## src/rtl/rr_mux.sv

```systemverilog
// rr_mux: N-channel registered multiplexer with round-robin or forced-select
// arbitration, a valid/ready output stage and a saturating transfer counter.
module rr_mux #(
    parameter int unsigned SIZE     = 8,
    parameter int unsigned CHANNELS = 4,
    parameter int unsigned SELW     = 2,
    parameter int unsigned CNTW     = 16
) (
    input  logic                       CLK,
    input  logic                       RST,
    input  logic [CHANNELS*SIZE-1:0]   IN_DATA,
    input  logic [CHANNELS-1:0]        IN_VALID,
    output logic [CHANNELS-1:0]        IN_READY,
    input  logic                       MODE,
    input  logic [SELW-1:0]            SEL,
    output logic [SIZE-1:0]            OUT,
    output logic                       OUT_VALID,
    input  logic                       OUT_READY,
    output logic [SELW-1:0]            OUT_CH,
    output logic [CNTW-1:0]            XFER_CNT
);

    logic [SIZE-1:0]          out_q, out_d;
    logic                     out_valid_q, out_valid_d;
    logic [SELW-1:0]          out_ch_q, out_ch_d;
    logic [CNTW-1:0]          cnt_q, cnt_d;
    logic [SELW-1:0]          last_q, last_d;

    logic                     grant_vld;
    logic [SELW-1:0]          grant_idx;
    logic [CHANNELS-1:0]      vld_shift;
    int unsigned              cand;
    logic [CHANNELS*SIZE-1:0] data_shift;
    logic [SIZE-1:0]          data_sel;
    logic                     load;

    // Valid bits are probed through a shift so the index width never has to
    // match the vector width, which keeps non-power-of-two CHANNELS clean.
    always_comb begin
        grant_vld = 1'b0;
        grant_idx = '0;
        vld_shift = '0;
        cand      = 0;
        if (MODE) begin
            vld_shift = IN_VALID >> SEL;
            if ((32'(SEL) < CHANNELS) && vld_shift[0]) begin
                grant_vld = 1'b1;
                grant_idx = SEL;
            end
        end else begin
            for (int unsigned k = 1; k <= CHANNELS; k++) begin
                cand      = (32'(last_q) + k) % CHANNELS;
                vld_shift = IN_VALID >> cand;
                if (!grant_vld && vld_shift[0]) begin
                    grant_vld = 1'b1;
                    grant_idx = SELW'(cand);
                end
            end
        end
    end

    always_comb begin
        data_shift = IN_DATA >> (32'(grant_idx) * SIZE);
        data_sel   = data_shift[SIZE-1:0];
        load       = !out_valid_q || OUT_READY;
        IN_READY   = '0;
        if (load && grant_vld) begin
            IN_READY = CHANNELS'(1) << grant_idx;
        end
    end

    always_comb begin
        out_d       = out_q;
        out_valid_d = out_valid_q;
        out_ch_d    = out_ch_q;
        last_d      = last_q;
        cnt_d       = cnt_q;
        if (out_valid_q && OUT_READY && (cnt_q != '1)) begin
            cnt_d = cnt_q + 1'b1;
        end
        if (load) begin
            out_valid_d = grant_vld;
            if (grant_vld) begin
                out_d    = data_sel;
                out_ch_d = grant_idx;
                last_d   = grant_idx;
            end
        end
    end

    always_ff @(posedge CLK or posedge RST) begin
        if (RST) begin
            out_q       <= '0;
            out_valid_q <= 1'b0;
            out_ch_q    <= '0;
            cnt_q       <= '0;
            last_q      <= SELW'(CHANNELS - 1);
        end else begin
            out_q       <= out_d;
            out_valid_q <= out_valid_d;
            out_ch_q    <= out_ch_d;
            cnt_q       <= cnt_d;
            last_q      <= last_d;
        end
    end

    assign OUT       = out_q;
    assign OUT_VALID = out_valid_q;
    assign OUT_CH    = out_ch_q;
    assign XFER_CNT  = cnt_q;

endmodule
```

## config.mk

```make
export PLATFORM = sky130hd
export DESIGN_NAME = rr_mux
export DESIGN_NICKNAME = d
export VERILOG_FILES = /design/src/rtl/rr_mux.sv
export SDC_FILE = /design/constraint.sdc
export NUM_CORES = 1
export LEC_CHECK = 0
export ABC_AREA = 1
export ABC_CLOCK_PERIOD_IN_PS = 2800
export CORE_ASPECT_RATIO = 1.5
export CORE_MARGIN = 5
export CORE_UTILIZATION = 33
export CTS_BUF_LIST = sky130_fd_sc_hd__clkbuf_8
export DETAILED_ROUTE_END_ITERATION = 10
export PLACE_DENSITY = 0.71
export SYNTH_ARGS = -nofsm -noshare
export SYNTH_HDL_FRONTEND = slang
export SYNTH_SLANG_ARGS = --single-unit
```

## constraint.sdc

```tcl
create_clock -name CLK -period 2.8 [get_ports CLK]
set_input_delay 0.7 -clock CLK [delete_from_list [all_inputs] [get_ports CLK]]
set_output_delay 0.7 -clock CLK [all_outputs]
set_load 0.02 [all_outputs]
```

**Wire density map**

The die is cut into 15 by 21 equal tiles; black is low, pale yellow is high, scaled to the fullest tile. Values are wire area over tile area, all layers added.
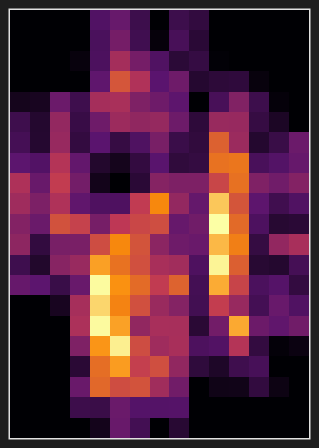
mean over tiles	0.13
tiles over half the peak	17%
nearly empty tiles	25%
fullest tile	0.49
vias post-DR: 2191
GR Util All Layers: 15.6%
average wire per standard cell: 12.7 µm
aggregate routed wire length: 5980 µm

==> notes.md <==
flow finished, numbers: worst hold margin between 400 and 500 ps, setup slack, reg-to-reg 110 ps, clock skew after layout roughly 9.0 ps, initial cell density of the core around 34%, Final Wtd Congestion around 0.86, average cell area after synthesis between 6 and 7 µm², Multiplexer share 0%, die y size 104 µm, timing startpoint of the critical path last_q[0]$_DFFE_PP1P_, Met3 Routed Length between 300 and 400 µm, Non-clk bufs roughly 120, number of setup buffers added after CTS 14, number of antenna violations at the first check in global routing 0, number of DRC markers in iteration 0 between 70 and 80, Final Critical Period about 2900 ps, layout buffering overhead excluding clock cells between 30% and 40%, largest net degree at the start of global routing 30, leading cell types by count after synthesis sky130_fd_sc_hd__nand2_1 (126), sky130_fd_sc_hd__dfrtp_1 (27), sky130_fd_sc_hd__nand3_1 (26), registers 29, switching share of power between 40% and 50%, Post-Place Setup Slack -796 ps, critical path startpoint category register, worst reg2reg path endpoint OUT[6]$_DFFE_PP0P_, Slew Limit Fails 0, DRT antenna net count 0, H-tree levels 2, CP Max Fanout 4, placement-stage cell area slightly below 0.003 mm², setup violators final 4, synthesized-area fraction occupied by ao, oa, aoi and oai cells 3.52%, endpoint type of the worst setup path output pin, number of standard cells after synthesis about 280, run status finished with violations, CTS tree yes, clock buffer count from CTS 5, Power Dens Cells slightly above 900 mW/mm², multi-input gate share of total cell area roughly 37%, top layer used by detailed routing met4, number of signal-net inverters in the final layout 23, cell count listed in synth_stat.txt between 200 and 300, maximum number of buffers from clock root to sink 2, final antenna diode count 0, Maximum Capacitance Violations 0, most frequently placed logic cell in the final layout sky130_fd_sc_hd__nand2_1, hold path cells 2, die x size between 70 and 80 µm, dominant non-sequential cell family after synthesis simple AND/OR/NAND/NOR gates, length of routed met2 wiring 3170 µm, slew margin rel. ~76%, sequential group power 674 µW, clock-pin slew reported for the worst setup and hold paths after clock tree synthesis roughly 60 ps, multi-input logic area about 0.0012 mm², via count of the first global-routing pass 2162, area of the die 0.00759 mm², yosys warning tally 0, Most common cell on crit path sky130_fd_sc_hd__nor2_2, first-pass GRT wire length roughly 9500 µm, required time at the endpoint of the critical path about 2100 ps, total overflow reported by the global router 0, setup repair after global routing missed its margin true, leading power group combinational logic, Peak supply drop 0.447 mV, overall power of the completed layout ~3000 µW, Worst Min Path Start OUT[0]$_DFFE_PP0P_, GR Util met3 approximately 3%, Placed Cells 446, total combinational power 1990 µW, distinct cell type count after synthesis 30, Seq cells post-synth 29, Cell Area, Synth around 0.002 mm², cell class ranked first by area combinational gates, end point of the critical path IN_READY[1], critical path class register to output pin, DPL Wire Length between 4000 and 5000 µm, clock share of power a little under an eighth, Hold Buf Count CTS 0, Min-Delay Path Class register to register, # clock sinks 29, combinational cell fraction of total power roughly 66%, most used flip-flop cell sky130_fd_sc_hd__dfrtp_1, Sequential Area 728 µm², clock network area share approximately 2.6%, Synth Area in Simple Gates between 40% and 50%, violated checks negative setup slack, critical-path cell list buf_12 > buf_4 > nand2_1 > nand2_2 > nand2_2 > nand2_4 > nor2_4 > nand3_2 > inv_2 > nor2_2 > nor2_2 > nor2_4 > inv_4 > nor2_2 > buf_6, count of instances resized after the clock tree is built about 46, Slew @ Worst Pin approximately 370 ps, switching power summed over all nets around 1300 µW, top-level port count approximately 73, power drawn by the clock network roughly 340 µW, proportion of register bits with asynchronous set or reset after synthesis 100%, most utilized layer in the global route result met2, WL met1 around 2300 µm, top logic cells by instance count in the layout sky130_fd_sc_hd__nand2_1 (114), sky130_fd_sc_hd__clkdlybuf4s50_1 (63), sky130_fd_sc_hd__buf_4 (43), Synth Seq Share 37.3%, later-pin clock latency in the skew report about 280 ps, adder and majority gate portion of the synthesized area less than 1%, met1 Track Usage GR 16.9%, residual DRC count 0, fraction of final layout cells sized beyond drive strength 1 a little over a quarter, total number of multi-input combinational cells about 220, relative contribution of sequential cells to total power ~22%, instance count on the critical path 15, internal portion of total power 1660 µW, cell taking the most area after synthesis sky130_fd_sc_hd__dfrtp_1, Static Leak 0.00167 µW, post-synthesis to final-layout area growth 67.7%, length in cells of the worst reg-to-reg path 19, post-synthesis cell type with the largest instance count sky130_fd_sc_hd__nand2_1, count of flip-flops with a built-in enable after synthesis 0, number of detailed-route iterations in the first pass 4, delay of the slowest cell on the worst path about 600 ps, highest-delay cell along the critical path sky130_fd_sc_hd__dfstp_2, Final Cycle Share 105%, WP data arrival roughly 2200 ps, final worst-path setup slack -135 ps, number of endpoints with negative hold slack in the final report 0, met2 demand-to-capacity share in global routing 28.7%, top area contributor share around a third, CLK BUF 6, CP bufs+invs 5, startpoint of the worst-slack reg-to-reg timing path last_q[0]$_DFFE_PP1P_
**Cells colored by class**

Scale bar: 20 µm. Fill, decap, tap and diode cells in gray.
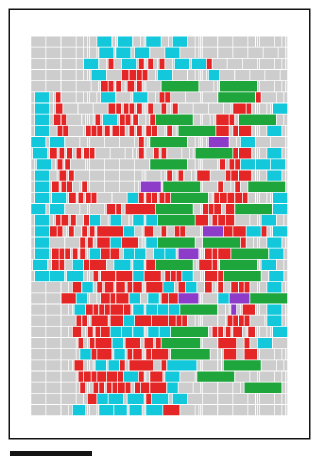
color	class	cells	share of their area
purple	clock drivers and dummy loads	7	2.7%
cyan	other buffers and delay cells	117	34%
red	combinational and other logic	247	41%
green	flops	29	23%
number of standard-cell rows in the floorplan: 34
core outline area: 0.00579 mm²
fraction of area in registers: 22.2%
post-layout util: 56.6%
finished layout cell area: 0.00328 mm²

Power figures rest on the tool's default switching activity, not on a simulated workload.
